--- config.mk ---
export PLATFORM = sky130hd
export DESIGN_NAME = counter_interval_ctrl_flat
export DESIGN_NICKNAME = d
export VERILOG_FILES = /design/src/rtl/counter_interval_ctrl_if.sv /design/src/rtl/counter_interval_ctrl.sv /design/src/flat_wrapper.sv
export SDC_FILE = /design/constraint.sdc
export NUM_CORES = 1
export LEC_CHECK = 0
export ABC_AREA = 1
export CORE_UTILIZATION = 56
export DETAILED_ROUTE_END_ITERATION = 6
export MAX_ROUTING_LAYER = met4
export PLACE_DENSITY = 0.81
export REMOVE_ABC_BUFFERS = 1
export SLEW_MARGIN = 30
export SYNTH_ARGS = -nofsm -noshare
export SYNTH_HDL_FRONTEND = slang
export SYNTH_SLANG_ARGS = --single-unit
export TNS_END_PERCENT = 20
--- constraint.sdc ---
create_clock -name clk -period 4.7 [get_ports clk]
set_clock_uncertainty 0.05 [all_clocks]
set_input_delay 0.47 -clock clk [delete_from_list [all_inputs] [get_ports clk]]
set_output_delay 0.47 -clock clk [all_outputs]
set_load 0.005 [all_outputs]
--- src/rtl/counter_interval_ctrl_if.sv ---
// Control bundle between the sequencing master (firmware/control FSM) and
// counter_interval_ctrl.
interface counter_interval_ctrl_if #(
  parameter int CNT_W = 4,
  parameter int PRE_W = 8
);
  logic             start;
  logic             stop;
  logic             periodic;
  logic [CNT_W-1:0] target;
  logic [PRE_W-1:0] prescale;
  logic             cnt_en;
  logic             cnt_clr;
  logic [CNT_W-1:0] count;
  logic             busy;
  logic             done;
  logic             start_ignored;

  modport master (
    output start, stop, periodic, target, prescale,
    input  cnt_en, cnt_clr, count, busy, done, start_ignored
  );

  modport slave (
    input  start, stop, periodic, target, prescale,
    output cnt_en, cnt_clr, count, busy, done, start_ignored
  );
endinterface

--- src/rtl/counter_interval_ctrl.sv ---
// Sequencing controller for the 4-bit T-flip-flop counter: converts a start
// request into clear/enable strobes, tracks the count and flags completion.
module counter_interval_ctrl #(
  parameter int CNT_W = 4,
  parameter int PRE_W = 8
) (
  input  logic                   clk,
  input  logic                   resetn,
  counter_interval_ctrl_if.slave bus
);

  localparam logic [1:0] ST_IDLE = 2'd0;
  localparam logic [1:0] ST_ARM  = 2'd1;
  localparam logic [1:0] ST_RUN  = 2'd2;
  localparam logic [1:0] ST_DONE = 2'd3;

  logic [1:0]       state_r;
  logic [1:0]       state_nxt_s;
  logic [CNT_W-1:0] count_r;
  logic [CNT_W-1:0] count_nxt_s;
  logic [PRE_W-1:0] pre_r;
  logic [PRE_W-1:0] pre_nxt_s;
  logic [CNT_W-1:0] tgt_r;
  logic [PRE_W-1:0] psc_r;
  logic             per_r;
  logic             cnt_clr_r;
  logic             busy_r;
  logic             done_r;
  logic             ign_r;

  logic             tick_s;
  logic             term_s;
  logic             accept_s;
  logic             restart_s;

  // Tick/terminal detection; the tick feeds cnt_en without a register stage.
  always_comb begin
    tick_s    = (state_r == ST_RUN) && (pre_r == psc_r);
    term_s    = tick_s && (count_r == tgt_r);
    accept_s  = (state_r == ST_IDLE) && bus.start && !bus.stop;
    restart_s = term_s && per_r && !bus.stop;
  end

  // Next-state logic; stop always wins over a terminal tick.
  always_comb begin
    state_nxt_s = state_r;
    case (state_r)
      ST_IDLE: begin
        if (accept_s) begin
          state_nxt_s = ST_ARM;
        end else begin
          state_nxt_s = ST_IDLE;
        end
      end
      ST_ARM: begin
        if (bus.stop) begin
          state_nxt_s = ST_IDLE;
        end else begin
          state_nxt_s = ST_RUN;
        end
      end
      ST_RUN: begin
        if (bus.stop) begin
          state_nxt_s = ST_IDLE;
        end else if (term_s && !per_r) begin
          state_nxt_s = ST_DONE;
        end else begin
          state_nxt_s = ST_RUN;
        end
      end
      ST_DONE: begin
        state_nxt_s = ST_IDLE;
      end
      default: begin
        state_nxt_s = ST_IDLE;
      end
    endcase
  end

  // Count and prescaler updates; both freeze when stop is seen.
  always_comb begin
    count_nxt_s = count_r;
    pre_nxt_s   = pre_r;
    case (state_r)
      ST_ARM: begin
        if (bus.stop) begin
          count_nxt_s = count_r;
          pre_nxt_s   = pre_r;
        end else begin
          count_nxt_s = {CNT_W{1'b0}};
          pre_nxt_s   = {PRE_W{1'b0}};
        end
      end
      ST_RUN: begin
        if (bus.stop) begin
          count_nxt_s = count_r;
          pre_nxt_s   = pre_r;
        end else if (tick_s) begin
          pre_nxt_s = {PRE_W{1'b0}};
          if (!term_s) begin
            count_nxt_s = count_r + {{(CNT_W-1){1'b0}}, 1'b1};
          end else if (per_r) begin
            count_nxt_s = {CNT_W{1'b0}};
          end else begin
            count_nxt_s = count_r;
          end
        end else begin
          pre_nxt_s = pre_r + {{(PRE_W-1){1'b0}}, 1'b1};
        end
      end
      default: begin
        count_nxt_s = count_r;
        pre_nxt_s   = pre_r;
      end
    endcase
  end

  // State, datapath and registered status outputs.
  always_ff @(posedge clk or negedge resetn) begin
    if (!resetn) begin
      state_r   <= ST_IDLE;
      count_r   <= {CNT_W{1'b0}};
      pre_r     <= {PRE_W{1'b0}};
      tgt_r     <= {CNT_W{1'b0}};
      psc_r     <= {PRE_W{1'b0}};
      per_r     <= 1'b0;
      cnt_clr_r <= 1'b0;
      busy_r    <= 1'b0;
      done_r    <= 1'b0;
      ign_r     <= 1'b0;
    end else begin
      state_r   <= state_nxt_s;
      count_r   <= count_nxt_s;
      pre_r     <= pre_nxt_s;
      cnt_clr_r <= (state_nxt_s == ST_ARM);
      busy_r    <= (state_nxt_s == ST_ARM) || (state_nxt_s == ST_RUN);
      done_r    <= (state_nxt_s == ST_DONE) || restart_s;
      ign_r     <= bus.start && (state_r != ST_IDLE);
      if (accept_s) begin
        tgt_r <= bus.target;
        psc_r <= bus.prescale;
        per_r <= bus.periodic;
      end else begin
        tgt_r <= tgt_r;
        psc_r <= psc_r;
        per_r <= per_r;
      end
    end
  end

  assign bus.cnt_en        = tick_s;
  assign bus.cnt_clr       = cnt_clr_r;
  assign bus.count         = count_r;
  assign bus.busy          = busy_r;
  assign bus.done          = done_r;
  assign bus.start_ignored = ign_r;

endmodule

--- src/flat_wrapper.sv ---
// flat-port wrapper written by rule: the top's interface ports become plain ports
module counter_interval_ctrl_flat 
#(
  parameter int CNT_W = 4,
  parameter int PRE_W = 8
)
  (clk, resetn, bus_start, bus_stop, bus_periodic, bus_target, bus_prescale, bus_cnt_en, bus_cnt_clr, bus_count, bus_busy, bus_done, bus_start_ignored);
  counter_interval_ctrl_if #(.CNT_W(CNT_W), .PRE_W(PRE_W)) bus_i ();
  input  logic clk;
  input  logic resetn;
  input wire logic [$bits(bus_i.start)-1:0] bus_start;
  input wire logic [$bits(bus_i.stop)-1:0] bus_stop;
  input wire logic [$bits(bus_i.periodic)-1:0] bus_periodic;
  input wire logic [$bits(bus_i.target)-1:0] bus_target;
  input wire logic [$bits(bus_i.prescale)-1:0] bus_prescale;
  output wire logic [$bits(bus_i.cnt_en)-1:0] bus_cnt_en;
  output wire logic [$bits(bus_i.cnt_clr)-1:0] bus_cnt_clr;
  output wire logic [$bits(bus_i.count)-1:0] bus_count;
  output wire logic [$bits(bus_i.busy)-1:0] bus_busy;
  output wire logic [$bits(bus_i.done)-1:0] bus_done;
  output wire logic [$bits(bus_i.start_ignored)-1:0] bus_start_ignored;
  assign bus_i.start = bus_start;
  assign bus_i.stop = bus_stop;
  assign bus_i.periodic = bus_periodic;
  assign bus_i.target = bus_target;
  assign bus_i.prescale = bus_prescale;
  assign bus_cnt_en = bus_i.cnt_en;
  assign bus_cnt_clr = bus_i.cnt_clr;
  assign bus_count = bus_i.count;
  assign bus_busy = bus_i.busy;
  assign bus_done = bus_i.done;
  assign bus_start_ignored = bus_i.start_ignored;
  counter_interval_ctrl #(.CNT_W(CNT_W), .PRE_W(PRE_W)) u_core (.clk(clk), .resetn(resetn), .bus(bus_i));
endmodule
run_1/gates.png
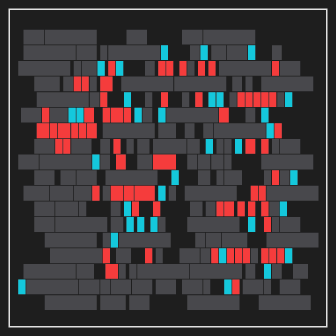
red -> nand cells  # cells 64
cyan -> inv cells  # cells 33

run_1/floorplan.png
Pins as bars on the die edge.
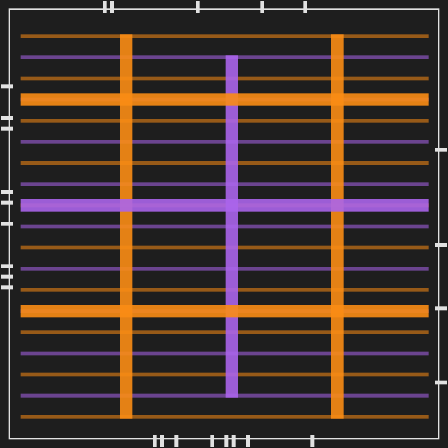
orange -> VSS
purple -> VDD
met1 rails = 19
met5 straps = 3
met4 straps = 3

==> flow_summary.toml, run 1 <==
# yosys + openroad results
[outcome]
status = "complete, no violations"

[synth]
syn-instance-count = 199
ys_sh_aoi_pct = 9.05
synth_seq_share_pct = 49.2
yosysUniqueCellTypes = 23
async_reset_ff_share_pct = 100
ys_area_sq_um = 1580
yosys-top-cells-area = "dfrtp_1 (49%), nand2_1 (12%), inv_1 (6.9%)"
mux_share_pct = 1.43
ys_ff = 31
syn-mean-instance-area_sq_um = 7.92
synth-simple-area-share_pct = 26.0
ys_warn_count = 0

[setup_path]
startpoint_type = "flip-flop"
criticalPathCategory = "reg2out"
cp.buffers_inverters = 3

[cts]
clock.latency.late_pin_ns = 0.34
cts_buffer_depth = 2
cts-root-buf = "clkbuf_4"

[power]
combPwrFrac_pct = 21.5
p_sw_share_pct = 30.6
power-top-group = "sequential cells"
pwr-share-clk_pct = 23.5

[timing]
fmax_mhz = 395
finalWorstSetupSlack_ns = 2.17

[global_route]
grt_max_degree = 32
grt_overflow = 0
grt_pass1_wl_mm = 5.44

[floorplan]
die_area_sq_um = 3030

[layout]
seq_area_sq_um = 776
largestClassByArea = "sequential cells"
final_cell_count_no_fill = 259
fillers = 207
layout_top_cell = "nand2_1"
seqAreaFraction_pct = 40.6
area_growth_pct = 21.2
clock_area_share_pct = 2.16

[route]
vias_per_cell = 5.31
wl_per_cell_um = 13.2
drc = 0
route.met3.wl_um = 146
drt_iter0_drc = 28

[hold_path]
hp-class = "in2async"
run_1/clock_nets.png
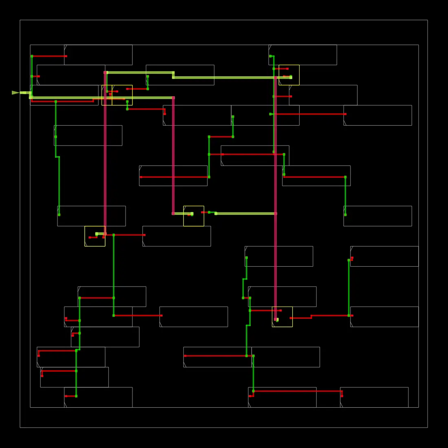
Num Clock Sinks: 31
TritonCTS Buffers: 5
Clk. pwr: 0.139 mW
flop count: 31

run_1/m1.png
Supply wires on this layer in grey.
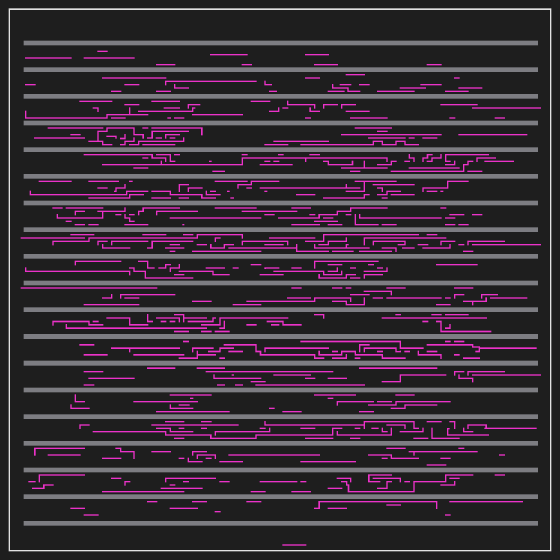
longest straight run = 14.7 um
main direction = horizontal
share of all routed wire = 41%
total wire length: 3.41 mm
grt met1 use: 28.2%
DR vias: 1375

-- run 1: path summary, 6_finish.rpt --
check	slack, ns	from	end
worst min-delay path	0.47	resetn	u_core.psc_r[3]$_DFFE_PN0P_
worst max-delay path	2.17	u_core.pre_r[5]$_DFFE_PN0P_	bus_cnt_en
min in group clk	0.49	u_core.psc_r[0]$_DFFE_PN0P_	u_core.psc_r[0]$_DFFE_PN0P_
worst min register to register	0.49	u_core.psc_r[0]$_DFFE_PN0P_	u_core.psc_r[0]$_DFFE_PN0P_
max in group asynchronous	3.85	resetn	u_core.tgt_r[3]$_DFFE_PN0P_
worst max register to register	2.63	u_core.pre_r[5]$_DFFE_PN0P_	u_core.bus.busy$_DFF_PN0_
run_1/ff_map.png
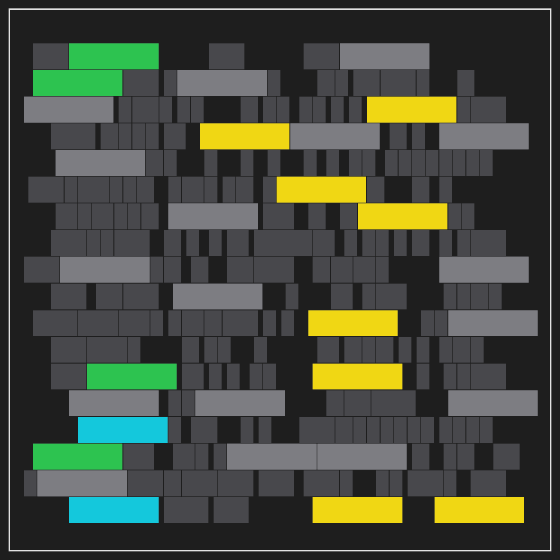

==> run 1 -> run 2 <==
--- a/config.mk
+++ b/config.mk
@@ -6,10 +6,10 @@
 export NUM_CORES = 1
 export LEC_CHECK = 0
 export ABC_AREA = 1
-export CORE_UTILIZATION = 56
+export CORE_UTILIZATION = 47
 export DETAILED_ROUTE_END_ITERATION = 6
 export MAX_ROUTING_LAYER = met4
-export PLACE_DENSITY = 0.81
+export PLACE_DENSITY = 0.73
 export REMOVE_ABC_BUFFERS = 1
 export SLEW_MARGIN = 30
 export SYNTH_ARGS = -nofsm -noshare
==> constraint.sdc (replaced) <==
create_clock -name clk -period 2.2 [get_ports clk]
set_clock_uncertainty 0.05 [all_clocks]
set_input_delay 0.22 -clock clk [delete_from_list [all_inputs] [get_ports clk]]
set_output_delay 0.22 -clock clk [all_outputs]
set_load 0.005 [all_outputs]
run_2/ff_map.png
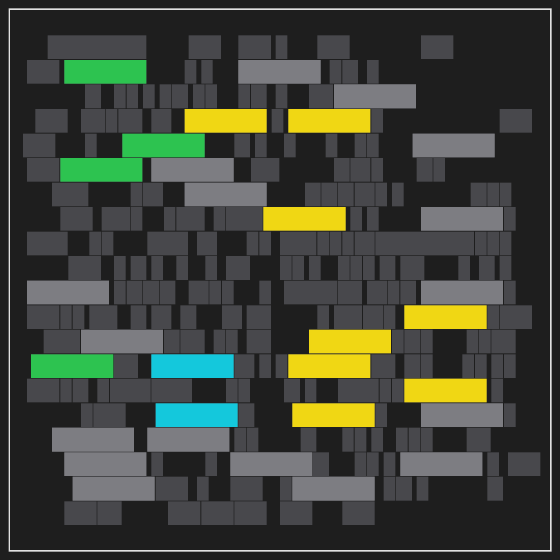
yellow -> `u_core.pre_r`  # sequential cells 8
cyan -> `u_core.state_r`  # sequential cells 2
green -> `u_core.tgt_r`  # sequential cells 4
not coloured = 17

run_2/m1.png
Supply wires on this layer in grey.
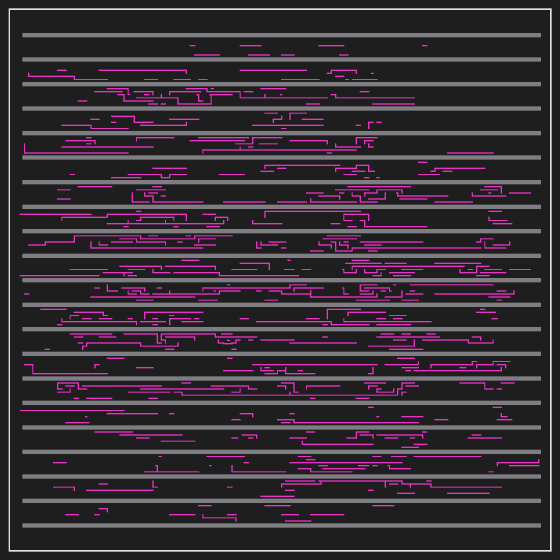
main direction = horizontal
wire length on this layer = 1390 um

run_2/floorplan.png
Pins as bars on the die edge.
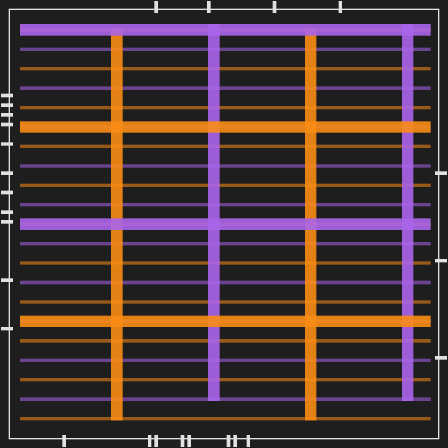
orange -> VSS
purple -> VDD
signal pins = 26
met5 straps = 4

==> run 2 against run 1 <==
Effect of this change:
- cell area is 6.9% higher
- sequential power grew 110%
- clock power went up to 3.9 times the previous value
- clock-buffer cell count stayed put
- total power increased to 2.6 times the previous value
- first-iteration DRC count rose by 11%
- critical endpoint is now u_core.bus.busy$_DFF_PN0_
==> flow_summary.toml, run 2 <==
# yosys + openroad results
[global_route]
grt_use_met1_pct = 23.0
grt_overflow = 0
grt_max_degree = 32

[power]
p_sw_share_pct = 25.9
pwr-share-clk_pct = 36.0

[hold_path]
hp-class = "in2async"

[route]
wl_mm = 3.09
drt_iter0_drc = 31
num_vias = 1358
wl_per_cell_um = 10.9
route.met3.wl_um = 143

[outcome]
status = "complete, no violations"

[layout]
area_growth_pct = 29.6
fillers = 292
final_cell_count_no_fill = 282
seq_area_sq_um = 776

[synth]
synth_seq_share_pct = 49.2
ys_warn_count = 0

[timing]
finalWorstSetupSlack_ns = 0.347

[setup_path]
startpoint_type = "flip-flop"
r2r_slack_ns = 0.35
cp.buffers_inverters = 2

[cts]
cts_buffer_depth = 2
cts_sinks = 31
-- run 2: kinds of logic (layout without fill, tap and decap cells) --
logic type / count (synthesis) / count (layout) / share of synthesized area (%)
adder cells (fa/ha/maj): 4 / 4 / 3.18
multiplexers: 2 / 2 / 1.43
AND-OR/OR-AND: 25 / 25 / 9.06
flip-flops: 31 / 31 / 49.2
buffers and inverters: 35 / 74 / 8.34
XOR/XNOR: 5 / 5 / 2.78
AND/OR/NAND/NOR: 97 / 97 / 26.0
-- run 2: cell type report --
type | count | share of cell area, %
timing repair buffer | 33 | 15.3
tap | 44 | 2.70
sequential | 31 | 38.0
clock buffer | 6 | 2.02
multi-input combinational | 133 | 33.0
inverter | 33 | 6.07
clock inverter | 2 | 2.94
Power is estimated from default activity; no workload was simulated.
